--- src/rtl/serial_tx_scheduler.sv ---
// rtl/serial_tx_scheduler.sv - round-robin arbiter feeding one parallel-to-serial converter
module serial_tx_scheduler #(
    parameter int N       = 4,
    parameter int WORD_W  = 32,
    parameter int GAP_CYC = 2,
    parameter int IDW     = $clog2(N)
) (
    input  logic                  CLK,
    input  logic                  RESET,
    input  logic                  EN,
    input  logic [N-1:0]          REQ,
    input  logic [N*WORD_W-1:0]   REQ_DATA,
    output logic [N-1:0]          GNT,
    output logic [WORD_W-1:0]     P_OUT,
    output logic                  S_START,
    output logic [IDW-1:0]        SRC_ID,
    output logic                  BUSY,
    output logic                  DONE
);
    localparam int CNT_W = (WORD_W > 1) ? $clog2(WORD_W) : 1;
    localparam int GAP_W = (GAP_CYC > 1) ? $clog2(GAP_CYC) : 1;

    typedef enum logic [1:0] {IDLE, SHIFT, GAP} state_t;

    state_t            state_q, state_d;
    logic [IDW-1:0]    ptr_q, ptr_d;
    logic [CNT_W-1:0]  cnt_q, cnt_d;
    logic [GAP_W-1:0]  gap_q, gap_d;
    logic [N-1:0]      gnt_q, gnt_d;
    logic [WORD_W-1:0] p_out_q, p_out_d;
    logic              s_start_q, s_start_d;
    logic [IDW-1:0]    src_id_q, src_id_d;
    logic              busy_q, busy_d;
    logic              done_q, done_d;

    logic [WORD_W-1:0] words [N];
    logic              found;
    logic [IDW-1:0]    sel;
    logic [IDW:0]      cand;

    for (genvar g = 0; g < N; g++) begin : g_unpack
        assign words[g] = REQ_DATA[g*WORD_W +: WORD_W];
    end

    // Rotating priority scan starting at the pointer, wrapping mod N.
    always_comb begin
        found = 1'b0;
        sel   = '0;
        cand  = '0;
        for (int k = 0; k < N; k++) begin
            cand = {1'b0, ptr_q} + (IDW+1)'(k);
            if (cand >= (IDW+1)'(N)) begin
                cand = cand - (IDW+1)'(N);
            end
            if (!found && REQ[cand[IDW-1:0]]) begin
                found = 1'b1;
                sel   = cand[IDW-1:0];
            end
        end
    end

    always_comb begin
        state_d   = state_q;
        ptr_d     = ptr_q;
        cnt_d     = cnt_q;
        gap_d     = gap_q;
        gnt_d     = '0;
        p_out_d   = p_out_q;
        s_start_d = s_start_q;
        src_id_d  = src_id_q;
        busy_d    = busy_q;
        done_d    = 1'b0;
        case (state_q)
            IDLE: begin
                if (EN && found) begin
                    gnt_d     = N'(1) << sel;
                    p_out_d   = words[sel];
                    src_id_d  = sel;
                    ptr_d     = (sel == IDW'(N-1)) ? '0 : sel + IDW'(1);
                    cnt_d     = '0;
                    s_start_d = 1'b1;
                    busy_d    = 1'b1;
                    state_d   = SHIFT;
                end
            end
            SHIFT: begin
                if (cnt_q == CNT_W'(WORD_W-1)) begin
                    s_start_d = 1'b0;
                    done_d    = 1'b1;
                    if (GAP_CYC > 0) begin
                        gap_d   = '0;
                        state_d = GAP;
                    end else begin
                        busy_d  = 1'b0;
                        state_d = IDLE;
                    end
                end else begin
                    cnt_d = cnt_q + CNT_W'(1);
                end
            end
            GAP: begin
                if (gap_q == GAP_W'(GAP_CYC-1)) begin
                    busy_d  = 1'b0;
                    state_d = IDLE;
                end else begin
                    gap_d = gap_q + GAP_W'(1);
                end
            end
            default: state_d = IDLE;
        endcase
    end

    always_ff @(posedge CLK) begin
        if (RESET) begin
            state_q   <= IDLE;
            ptr_q     <= '0;
            cnt_q     <= '0;
            gap_q     <= '0;
            gnt_q     <= '0;
            p_out_q   <= '0;
            s_start_q <= 1'b0;
            src_id_q  <= '0;
            busy_q    <= 1'b0;
            done_q    <= 1'b0;
        end else begin
            state_q   <= state_d;
            ptr_q     <= ptr_d;
            cnt_q     <= cnt_d;
            gap_q     <= gap_d;
            gnt_q     <= gnt_d;
            p_out_q   <= p_out_d;
            s_start_q <= s_start_d;
            src_id_q  <= src_id_d;
            busy_q    <= busy_d;
            done_q    <= done_d;
        end
    end

    assign GNT     = gnt_q;
    assign P_OUT   = p_out_q;
    assign S_START = s_start_q;
    assign SRC_ID  = src_id_q;
    assign BUSY    = busy_q;
    assign DONE    = done_q;
endmodule

--- config.mk ---
export PLATFORM = sky130hd
export DESIGN_NAME = serial_tx_scheduler
export DESIGN_NICKNAME = d
export VERILOG_FILES = /design/src/rtl/serial_tx_scheduler.sv
export SDC_FILE = /design/constraint.sdc
export NUM_CORES = 1
export LEC_CHECK = 0
export CORE_ASPECT_RATIO = 0.6
export CORE_MARGIN = 3
export CORE_UTILIZATION = 38
export CTS_CLUSTER_DIAMETER = 100
export CTS_CLUSTER_SIZE = 30
export DETAILED_ROUTE_END_ITERATION = 8
export PLACE_DENSITY = 0.78
export SYNTH_ARGS = -nofsm -noshare
export SYNTH_HDL_FRONTEND = slang
export SYNTH_SLANG_ARGS = --single-unit
--- constraint.sdc ---
create_clock -name CLK -period 2.5 [get_ports CLK]
set_input_delay 0.25 -clock CLK [delete_from_list [all_inputs] [get_ports CLK]]
set_output_delay 0.25 -clock CLK [all_outputs]
set_load 0.05 [all_outputs]
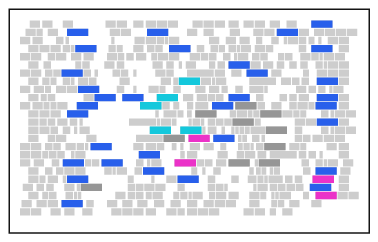
Figure 1: where the registers sit.
Scale: 3 px per um. Other sequential cells in the stronger gray, the rest of the logic in the fainter gray.
- blue: P_OUT (flops 32; where all over the die)
- magenta: GNT (flops 4)
- cyan: cnt_q (flops 5; where center)

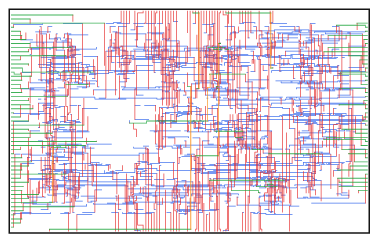
Figure 2: wiring by layer.
Scale: 3 px per um.
- orange: metal 4 (wire length 163 um)
- green: metal 3 (wire length 891 um)
- blue: metal 1 (wire length 4120 um)
- red: metal 2 (wire length 4650 um)

==> run notes <==
The portion of total power attributed to combinational logic is 38.9%, and the highest clock rate is 0.495 GHz. The library cells used most frequently in the layout, excluding fill and tap cells, are sky130_fd_sc_hd__clkdlybuf4s50_1 (175), sky130_fd_sc_hd__dfxtp_1 (51), sky130_fd_sc_hd__nand2_1 (42). The share of total power dissipated in sequential elements is 34.8%. All stages included, the depth of the critical timing path comes to 7.

The minimum setup slack in the final design was 481 ps; the number of register bits inferred by synthesis was 51. The tools report the launching instance or port of the critical path as REQ[2]. Net switching is 32.6% of the power.

The worst setup skew after layout was 3.54 ps; the number of setup buffers added after CTS was 0. The overall die size recorded for this design is 8850 um2. The number of input and output port buffers inserted was 175. Per the detail_route report, the via count comes to 3182.

Leaving out the clock tree, the finished layout contains a buffer count of 188. The met2 track utilization from global routing was 38.5%. STA lists the startpoint of the worst register-to-register path as cnt_q[0]. The worst setup path is launched from a primary input. The run gives 1770 um2 as the combinational gate area.

The register-to-register setup slack was 520 ps; the antenna violation net count after detailed routing was 0. For this run, combinational gates with multiple inputs come to 259. The type of the worst setup path is primary input to register. The fraction of synthesized cell area in xor and xnor cells came out at 0.298%.

IR analysis of the VDD net gives a maximum drop of 0.000257 V. The critical path endpoint has a required time of 2650 ps. The area fraction in full adders, half adders and majority gates is 0.853%, and the number of iterations in the first detailed-routing pass is 5. Yosys attributes the largest share of cell area to sky130_fd_sc_hd__dfxtp_1 (35%), sky130_fd_sc_hd__mux2i_1 (11%), sky130_fd_sc_hd__o211ai_1 (8.2%). The share of the core area taken by cells at floorplan is 39.7%. The count of warnings emitted by yosys came out at 0. The synthesized netlist devotes 27.6% of its cell area to compound gates.

Top routing layer in use: met4. Logged for this run, the post-placement worst setup slack is 213 ps. The run finished with clean final reports.

The internal power component was 1.81 mW; the normalized max-slew margin was 57.7%. Core outline area: 7390 um2. The critical path goes through clkdlybuf4s50_1 -> nor2b_1 -> or4b_4 -> buf_4 -> and3_1 -> o21bai_1 -> o211ai_1.

Note, the detailed placer reported a final HPWL of 7700 um. The tools report the worst-case hold path end point as SRC_ID[0]. The run gives 0 as the number of antenna violations at the first check in global routing.

The max-capacitance violation count is 0, and the layout overhead on the synthesized area is 67.9%. The class occupying the most area after layout is reported as buffers. Area share of the largest cell type after synthesis: 34.8%. After layout, the inverter instance count without clock inverters stands at 0.

The final layout contains routed wiring with a total length of 9830 um. Yosys shows that the main logic family after synthesis is AND-OR/OR-AND gates. After Yosys synthesis, and, or, nand and nor cells account for 20.1% of the synthesized area. The tools report the source of the worst hold timing path as SRC_ID[0]. Share of synthesized registers carrying an async set or reset: 0%. The run gives 25.7% for the global routing met1 resource utilization. Summed over all combinational cells, the power is 1.04 mW. The cell count after synthesis was 340. For reference, the top cells by count after synthesis are sky130_fd_sc_hd__dfxtp_1 (51), sky130_fd_sc_hd__nand2_1 (42), sky130_fd_sc_hd__and3_1 (35). Hold-check failures listed in the final report amount to 0. Summed over all cells, the static leakage comes to 2.15 nW. The most common logic cell in the final layout is sky130_fd_sc_hd__clkdlybuf4s50_1.

The script parses the final routing iteration and logs DRC violations as 0. The hold-critical path depth is 2, and the minimum hold slack is 450 ps. The floorplan report lists the tap cell count as 104. The sequential cell area is 1020 um2, and the proportion of cell area occupied by registers is 20.7%. The routed metal-1 wirelength came out at 4120 um.

The final layout contains a sequential cell count of 51. The endpoint of the lowest-slack register-to-register path is cnt_q[3]. Looking at the worst setup and hold paths, the clock pins of their registers show a slew of 60 ps. The final power report lists total power as 2.69 mW. The number of vias per cell works out to 5.22. The biggest fanout along the worst timing path was 35; the proportion of cell area spent on the clock network was 3.17%. According to the floorplan log, the row count is 24. Dominant delay contributor by cell family on the critical path: simple AND/OR/NAND/NOR gates. For the clock group power, the log shows 0.705 mW. The report lists the power per cell area as 545 nW/um2. The data arrival time at the worst-slack endpoint is 2170 ps.

The horizontal die dimension works out to 119 um. The number of diodes added for antenna fixing is 0, and the post-layout utilization of the core is 66.7%. Setup repair after global routing left no endpoint under its margin.

The tools report the tally of non-filler cells in the final layout as 610. The main power-consuming group was combinational logic. The switching component of the power was reported as 0.875 mW. The capture point of the critical path was reported as P_OUT[13]. After the first detailed-routing iteration, the DRC count stood at 200. The clock tree synthesis step divided the H-tree into 2 levels. The global route total overflow came out at 0. The register with the most flip-flops in the layout has 32 of them. The type of the tightest min-delay check is register to register. The final-layout setup total negative slack is 0 ps, and the count of library flops with an enable pin is 0.

The minimum clock period after layout was 2020 ps; the number of clock buffers in the layout was 8. The run gives 26 for the number of logged tool warnings. TritonCTS built the clock tree. The number of cells reported by Yosys stat comes to 340. The commonest register cell after synthesis is sky130_fd_sc_hd__dfxtp_1. In the synthesis report, Yosys lists the chip area as 2940 um2. The mux cell area share after synthesis came out at 11.3%. The combinational share of cell area works out to 35.9%. The logs give 4650 um for the total length of routed met2 wires and 280 ps for the clock latency reported for the late side of the worst-skew pair. For this run, the register share of the synthesized area comes to 34.8%.

The final report gives the standard cell area, fillers excluded, as 4930 um2. The highest-delay cell along the critical path is sky130_fd_sc_hd__or4b_4. The net count of the finished layout is 642. Per report_power, the Sequential row totals 0.936 mW.

The setup violation total in the final timing report was 0. The cts-stage hold buffer count came out at 0. Mean instance size in the synthesized netlist: 8.63 um2. The via count of the first global-routing pass came out at 3241. Stage delay of the slowest cell on the critical path: 540 ps. With the number of gates resized after CTS at 0, the final-report max-slew violation count is 0.

The pin count of the biggest net entering global routing was 36; the detailed-route wire length per cell was 16.1 um.
Power and IR drop assume default switching activity.
